Fig. 1: run 1, local utilization
6 x 6 tiles, from white (low) to dark blue (high), 0 to 100% covered.
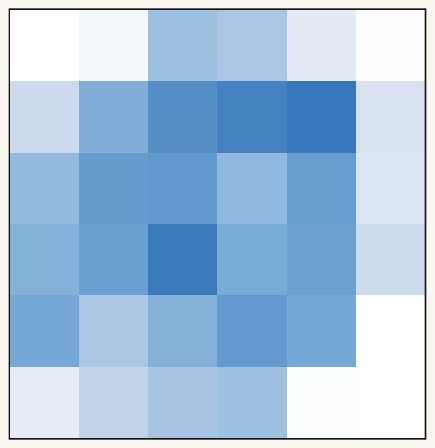
Fig. 2: run 1, cells by drive strength
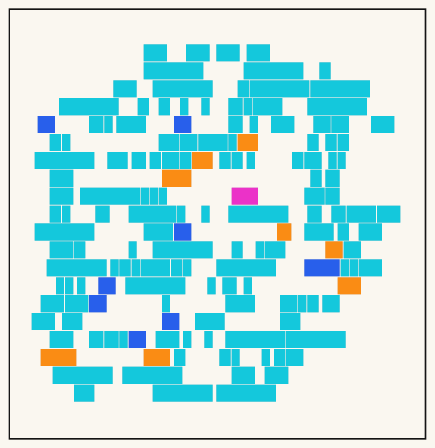
Fig. 3: run 1, a small window of the routed layout
Window x 37 to 57, y 39 to 59 um. Cells in grey, sequential cells in the stronger grey; small squares are vias.
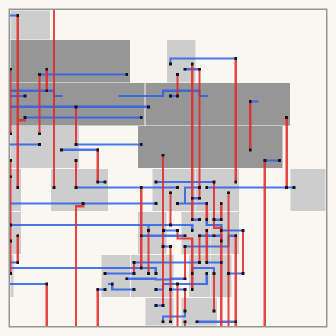
[src/rtl/stream_accumulator.sv]
// Dataflow actor between two fifo_mono instances: pops COUNT tokens from the upstream
// FIFO, sums them modulo 2^DATA_WIDTH and pushes one result token downstream.
module stream_accumulator #(
    parameter int DATA_WIDTH = 8,
    parameter int COUNT      = 4
) (
    input  logic                  clk,
    input  logic                  rst,
    input  logic [DATA_WIDTH-1:0] in_dout,
    output logic                  in_read,
    input  logic                  in_empty,
    output logic [DATA_WIDTH-1:0] out_din,
    output logic                  out_write,
    input  logic                  out_full
);

    localparam int CNT_W = $clog2(COUNT + 1);

    typedef enum logic [1:0] {
        FETCH,
        CAPTURE,
        EMIT
    } state_t;

    state_t                state;
    logic [DATA_WIDTH-1:0] acc;
    logic [DATA_WIDTH-1:0] sum;
    logic [CNT_W-1:0]      cnt;
    logic                  last_token;

    // Carry-out of the add is dropped on purpose: the result wraps modulo 2^DATA_WIDTH.
    assign sum        = acc + in_dout;
    assign last_token = (cnt == CNT_W'(COUNT - 1));

    // Handshakes are combinational so a pop or push costs no extra cycle; the state
    // gating keeps them mutually exclusive and reset forces both low.
    assign in_read   = rst && !in_empty && (state == FETCH);
    assign out_write = rst && !out_full && (state == EMIT);

    // NOTE: all state lives in this one block and uses non-blocking assignments only,
    // so every register samples the pre-edge values of acc/cnt/state consistently.
    always_ff @(posedge clk or negedge rst) begin
        if (!rst) begin
            state   <= FETCH;
            acc     <= '0;
            cnt     <= '0;
            out_din <= '0;
        end else begin
            unique case (state)
                FETCH: begin
                    if (in_read) begin
                        state <= CAPTURE;
                    end
                end
                CAPTURE: begin
                    // The popped token is on in_dout now: the upstream read is registered.
                    acc <= sum;
                    cnt <= cnt + CNT_W'(1);
                    if (last_token) begin
                        out_din <= sum;
                        state   <= EMIT;
                    end else begin
                        state <= FETCH;
                    end
                end
                EMIT: begin
                    // out_din is left untouched here so it stays stable across a full stall.
                    if (out_write) begin
                        acc   <= '0;
                        cnt   <= '0;
                        state <= FETCH;
                    end
                end
                default: begin
                    state <= FETCH;
                end
            endcase
        end
    end

endmodule

[config.mk]
export PLATFORM = sky130hd
export DESIGN_NAME = stream_accumulator
export DESIGN_NICKNAME = d
export VERILOG_FILES = /design/src/rtl/stream_accumulator.sv
export SDC_FILE = /design/constraint.sdc
export NUM_CORES = 1
export LEC_CHECK = 0
export CELL_PAD_IN_SITES_DETAIL_PLACEMENT = 0
export CELL_PAD_IN_SITES_GLOBAL_PLACEMENT = 1
export CORE_AREA = 3 3 60 62
export DETAILED_ROUTE_END_ITERATION = 16
export DIE_AREA = 0 0 63 65
export GPL_TIMING_DRIVEN = 0
export PLACE_DENSITY_LB_ADDON = 0.25
export SLEW_MARGIN = 20
export SYNTH_ARGS = -nofsm -noshare
export SYNTH_HDL_FRONTEND = slang
export SYNTH_SLANG_ARGS = --single-unit
[constraint.sdc]
create_clock -name clk -period 2.55 [get_ports clk]
set_input_delay 0.6375 -clock clk [delete_from_list [all_inputs] [get_ports clk]]
set_output_delay 0.6375 -clock clk [all_outputs]
set_load 0.005 [all_outputs]
==> impl_metrics.tcl, run 1 <==
# implementation run metrics
set metrics [dict create \
    status "finished, final reports clean" \
    pg_seq_mw 0.578 \
    wl_met1_um 1227 \
    dr_total_vias 1009 \
    track_usage_pct 15.00 \
    p_switching_mw 0.5739 \
    grt-ovfl-total 0 \
    tightest_slew_ns 0.4215 \
    post_cts.repair.setup_buffers 1 \
    top_usage_layer "met2" \
    max_freq_mhz 407.9 \
    nFillCells 315 \
    setup.worst_path.start "in_empty" \
    fin_cells 199 \
    hold_viol_final 0 \
    ys_seq_elements 21 \
    met2_usage_pct 27.01 \
    fp.dieH_um 65 \
    critPathArrivalTime_ns 1.81 \
    max-slew-margin-rel_pct 71.90 \
    cts_tree "yes" \
    logic_family "simple AND/OR/NAND/NOR gates" \
    path_clk_slew_ns 0.12 \
    hold_buffers 0 \
    dominant_cells "logic gates" \
    largest_area_cell "dfrtp_1" \
]
Back to the opening pictures, Fig. 1:
emptiest ninth of the die = south-east
mean over tiles = 36%
densest ninth of the die = centre
fullest tile = 71%
nearly empty tiles = 14%
Initial Util: 39.63%
core area: 3078 um^2
post-layout util: 49.63%

Back to the opening pictures, Fig. 2:
x2 -> orange  # cells 8, share 5.2%
x1 and smaller -> cyan  # cells 138, share 89%
x6 and larger -> magenta  # cells 1, share 0.65%
x3 and x4 -> blue  # cells 8, share 5.2%
worst setup margin: 0.09829 ns
Layout area overhead: 25.23%

Back to the opening pictures, Fig. 3:
M2 -> red
M1 -> blue
sequential cells in the window = 4
cells with their middle in the window = 21
netlist names of flops here include = acc (2), out_din (2)
most frequent = dfrtp_1 (4), clkdlybuf4s50_1 (3)

-- run 1: per-stage QoR --
step	TNS (ns)	area (um^2)	hold slack [ns]	setup WS [ns]	utilization (%)
2_1_floorplan	0	1220	0.3419	0.4311	-
3_3_place_gp	-5.093	1485	0.4658	-1.079	48.25
3_5_place_dp	-5.440	1485	0.4751	-1.088	48.25
4_1_cts	0	1518	0.2005	0.05061	49.31
5_1_grt	0	1528	0.2037	0.01166	49.63
6_report	0	1528	0.1970	0.09829	49.63
-- run 1: critical path, stage by stage --
cell             delay, ns
clkdlybuf4s50_1       0.43
nor4b_2               0.21
clkdlybuf4s50_1       0.53
==> inputs of run 2 (changes only) <==
--- a/config.mk
+++ b/config.mk
@@ -6,10 +6,11 @@
 export NUM_CORES = 1
 export LEC_CHECK = 0
 export CELL_PAD_IN_SITES_DETAIL_PLACEMENT = 0
-export CELL_PAD_IN_SITES_GLOBAL_PLACEMENT = 1
-export CORE_AREA = 3 3 60 62
+export CELL_PAD_IN_SITES_GLOBAL_PLACEMENT = 2
+export CORE_AREA = 3 3 65 67
+export CTS_BUF_LIST = sky130_fd_sc_hd__clkbuf_8
 export DETAILED_ROUTE_END_ITERATION = 16
-export DIE_AREA = 0 0 63 65
+export DIE_AREA = 0 0 68 70
 export GPL_TIMING_DRIVEN = 0
 export PLACE_DENSITY_LB_ADDON = 0.25
 export SLEW_MARGIN = 20
==> run 2 against run 1 <==
Wire length is 3.1% higher. Global-route usage is 2.4 points lower. Sequential power hardly changed. Via count is 1.8% lower. Synthesized cell count stayed put. Fmax is 1.1% lower. Critical path depth stayed put. Die size is 16% higher. Clock power is about 30% higher. First-iteration DRC count is 70% lower. Total power is 3.6% higher.
==> impl_metrics.tcl, run 2 <==
# implementation run metrics
set metrics [dict create \
    placed_area_um2 1490 \
    critPathArrivalTime_ns 1.84 \
    tightest_slew_ns 0.4279 \
    fin_cells 203 \
    coreArea_um2 3689 \
    fp-utilization_pct 33.07 \
    max_freq_mhz 403.5 \
    path_cells "clkdlybuf4s50_1 > nor4b_2 > clkdlybuf4s50_1" \
    logic_family "simple AND/OR/NAND/NOR gates" \
    slowest_stage "clkdlybuf4s50_1" \
    pg_seq_mw 0.575 \
    cp_top_family "buffers and inverters" \
    hold_buffers 0 \
    postLayoutCoreUtil_pct 42.06 \
    dominant_cells "logic gates" \
    wl_met1_um 1295 \
    grt-ovfl-total 0 \
    status "finished, final reports clean" \
    largest_area_cell "dfrtp_1" \
    met2_usage_pct 20.24 \
    post_cts.repair.setup_buffers 1 \
    nFillCells 390 \
    crit_buf_inv 2 \
    track_usage_pct 12.61 \
]
run 2: path summary, 6_finish.rpt:
kind	start	endpoint	slack, ns	depth (start not counted)
worst max-delay path	in_empty	in_read	0.07	3
worst min-delay path	rst	out_din[1]$_DFFE_PN0P_	0.27	1
worst max register to register	acc[0]$_DFFE_PN0P_	out_din[6]$_DFFE_PN0P_	0.55	8
worst min register to register	out_din[5]$_DFFE_PN0P_	out_din[5]$_DFFE_PN0P_	0.48	2
max in group asynchronous	rst	acc[5]$_DFFE_PN0P_	2.05	1
min in group clk	out_din[5]$_DFFE_PN0P_	out_din[5]$_DFFE_PN0P_	0.48	2
Fig. 4: run 2, cells by drive strength
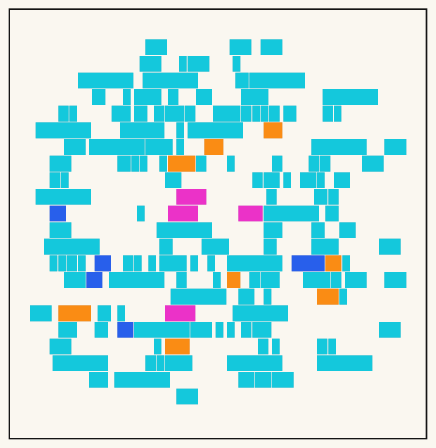
x1 and smaller -> cyan  # cells 138, share 89%
x2 -> orange  # cells 8, share 5.2%
x3 and x4 -> blue  # cells 5, share 3.2%
x6 and larger -> magenta  # cells 4, share 2.6%
Layout area overhead: 27.18%
Non-clock buffers: 27
worst setup margin: 0.07192 ns
post-route cell area: 1551 um^2

Fig. 5: run 2, pin placement
Bar = 20 um. Pins as bars across the die edge, other pins in grey.
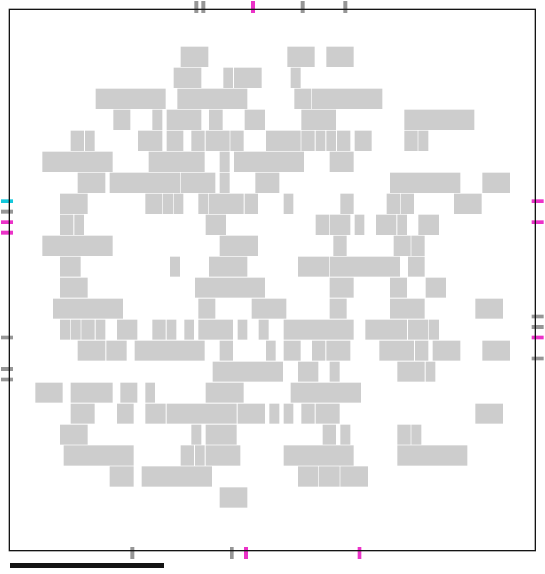
clk -> cyan  # pins 1, direction input, edge west
out_din -> magenta  # pins 8, direction output, edge 3 east, 2 south, 2 west, 1 north
all pins by edge = 7 west, 6 east, 5 north, 4 south
Die X: 68 um
Die Y: 70 um
I/O Buffers: 21

Fig. 6: run 2, a small window of the routed layout
Window x 41 to 61, y 42 to 62 um. Cells in grey, sequential cells in the stronger grey; small squares are vias.
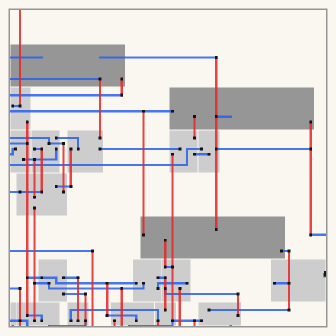
M1 -> blue
M3 -> green
M2 -> red
cells with their middle in the window = 18
sequential cells in the window = 3
netlist names of flops here include = out_din (2), acc (1)
most frequent = o21ai_0 (3), dfrtp_1 (3)

Power figures rest on the tool's default switching activity, not on a simulated workload.
